==> config.mk <==
export PLATFORM = sky130hd
export DESIGN_NAME = dma_write_controller
export DESIGN_NICKNAME = d
export VERILOG_FILES = /design/src/rtl/dma_write_controller.sv
export SDC_FILE = /design/constraint.sdc
export NUM_CORES = 1
export LEC_CHECK = 0
export CAP_MARGIN = 10
export CORE_MARGIN = 1.5
export CORE_UTILIZATION = 55
export CTS_BUF_LIST = sky130_fd_sc_hd__clkbuf_4
export DETAILED_ROUTE_END_ITERATION = 7
export PLACE_DENSITY = 0.95
export SYNTH_ARGS = -nofsm -noshare
export SYNTH_HDL_FRONTEND = slang
export SYNTH_SLANG_ARGS = --single-unit
==> constraint.sdc <==
create_clock -name clk -period 11.7 [get_ports clk]
set_input_delay 2.34 -clock clk [delete_from_list [all_inputs] [get_ports clk]]
set_output_delay 2.34 -clock clk [all_outputs]
set_load 0.05 [all_outputs]
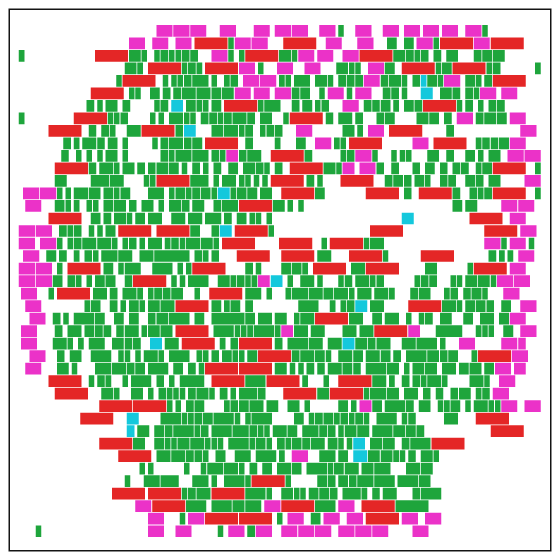
placement_by_type.png
legend:
  cyan:
    class: clock drivers and dummy loads
    cells: 15
  magenta:
    class: remaining buffers and delay cells
    cells: 127
  green:
    class: combinational and other logic
    cells: 811
  red:
    class: sequential cells
    cells: 94
flop share of the area: 22.7%
design area: 8290 µm²
FP Rows: 41
Core Util, Final: 65.4%

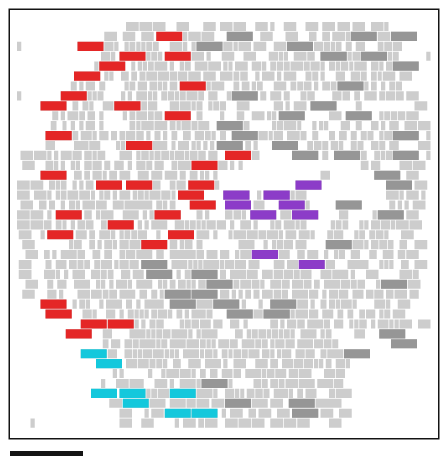
flops_by_reg.png
Scale bar: 20 µm. Other sequential cells in the stronger gray, the rest of the logic in the fainter gray.
legend:
  cyan:
    name_in_the_netlist: `m_axi_awlen`
    flops: 8
  red:
    name_in_the_netlist: `r_remaining`
    flops: 32
  purple:
    name_in_the_netlist: `r_beat_cnt`
    flops: 9
not colored: 45
sequential group power: 0.000408 W
register area: 1880 µm²

==> metrics.yaml <==
setup_path:
  reg2reg_depth: 25
  crit_cells: 25
  cp.arrival_ns: 8.26
  endpoint_kind: "flip-flop"
  crit_required_ns: 12.09
  reg2reg_slack_ns: 4.81
  critPathMaxStageDelay_ns: 0.59
  crit_fanout: 20
  setup.worst_path.class: "input pin to flip-flop"
  crit_slowest_cell: "and3_1"
floorplan:
  fp.coreArea_um2: 12700
  fp_util_pct: 56.8
  dieArea_um2: 13800
  dieHeight_um: 117
  ios: 194
route:
  dr.pass1.iters: 5
  drt_iter0_drc: 873
  drt_wl_total_um: 19800
  vias: 7441
  wl_per_cell_um: 16.2
  avgViaCountPerCell: 6.10
  drtAntennaViolNets: 0
synth:
  synth_seq_share_pct: 26.1
  flop_cell: "dfxtp_1"
  top_area_cell: "dfxtp_1"
  synth.distinct_cells: 74
  yosys_cells: 986
  yosysWarnings: 0
  topCellsByArea: "dfxtp_1 26%, nor2_1 7.6%, a21oi_1 5.6%"
  top_area_share_pct: 26.1
  ys_ff: 94
  synth_area_um2: 7200
  syn_inst: 986
  async_flop_share_pct: 0
  synth-edff-count: 0
  syn_avg_cell_area_um2: 7.30
clock_network:
  post_cts_buffers: 0
  htreeDepth: 3
  ctsResizeCount: 0
  cts_hold_buf: 0
  cts.sinks: 94
  cts_tree: "yes"
  clk_pin_slew_ns: 0.13
  numCtsBuffers: 9
  insertion_delay_ns: 0.49
sta:
  rsz0062_at_grt: "false"
  setup-tns-final_ns: 0
  drv_slew: 0
  hold_ws_ns: 0.469
  fmax_mhz: 127
  finalCriticalPeriod_ns: 7.87
  finClkSkew_ns: 0.0285
  hold_viol: 0
  post-route-period-util_pct: 67.3
placement:
  place_congestion: 0.927
  dp_slack_ns: 3.42
  place_hpwl_um: 14400
  place_inst: 1204
  placed_area_um2: 8180
  io_buffer_count: 120
layout:
  nFillCells: 1086
  area_growth_pct: 15.2
  drive_above_1_share_pct: 4.11
  lay_top_cells: "146 x nor2_1, 119 x clkdlybuf4s50_1, 95 x nand2_1"
  stdcell_count: 1220
run:
  warning_count: 27
global_routing:
  grt_max_degree: 89
  antenna_found_initial: 1
  overflow: 0
  grt_pass1_wl_um: 32300
  grtUsageTotal_pct: 28.2
pwr:
  finalPower_w: 0.00124
  pwr_density_cell_nw_per_um2: 150
  peakVddDrop_mv: 0.0680
hold_path:
  hold_path.class: "flip-flop to flip-flop"
status:
  status: "complete, no violations"
[synthesized netlist by cell type, types with 10 or more instances]
library cell,n
buf_1,12
a21oi_1,80
or3_1,13
and3_1,16
nor4_1,14
a22oi_1,14
nor2_1,146
xor2_1,29
a211oi_1,35
buf_4,44
xnor2_1,21
nand3_1,31
dfxtp_1,94
clkbuf_1,33
nand2_1,96
ha_1,31
o22ai_1,15
and2_1,11
inv_1,30
nand4_1,10
mux2i_1,14
nor3_1,25
o21ai_0,49
[per-layer routing]
layer	GRT usage [%]	routed length [µm]	up-vias
met2	45.9	9240	345
met5	0	0	-
met3	4.23	1470	54
li1	-	-	3600
met4	12.4	567	0
met1	37.0	8540	3442
[power breakdown]
group          leakage (nW)  switching [W]  internal, W
Sequential            0.772      0.0000471     0.000361
Combinational          2.34       0.000421     0.000252
Clock                0.0604       0.000117    0.0000468
Total                  3.17       0.000585     0.000660
[logic make-up (layout without fill, tap and decap cells)]
logic type / Yosys count / count (layout) / synth area share [%]
compound gates: 266 / 266 / 24.0
xor+xnor: 50 / 50 / 6.08
fa+ha+maj: 33 / 33 / 5.94
buf+inv: 123 / 173 / 8.93
flops: 94 / 94 / 26.1
mux: 17 / 17 / 2.47
other cells: 2 / 14 / 0.104
simple gates: 401 / 401 / 26.4
[area by class of cell]
type	instances	area, µm²	area share, %
antenna	1	2.50	0.0302
clock buffer	11	82.6	0.996
clock inverter	4	25.0	0.302
inverter	31	116	1.40
multi-input combinational	780	4720	56.9
sequential	94	1880	22.7
tap	172	215	2.60
timing repair buffer	127	1250	15.1
[worst min-delay path, cell delays in order, from the launching register on]
cell,delay [ns]
dfxtp_1,0.33
nand2_1,0.05
a21oi_1,0.05
No activity file was given, so power comes from the tool's default toggle rates.
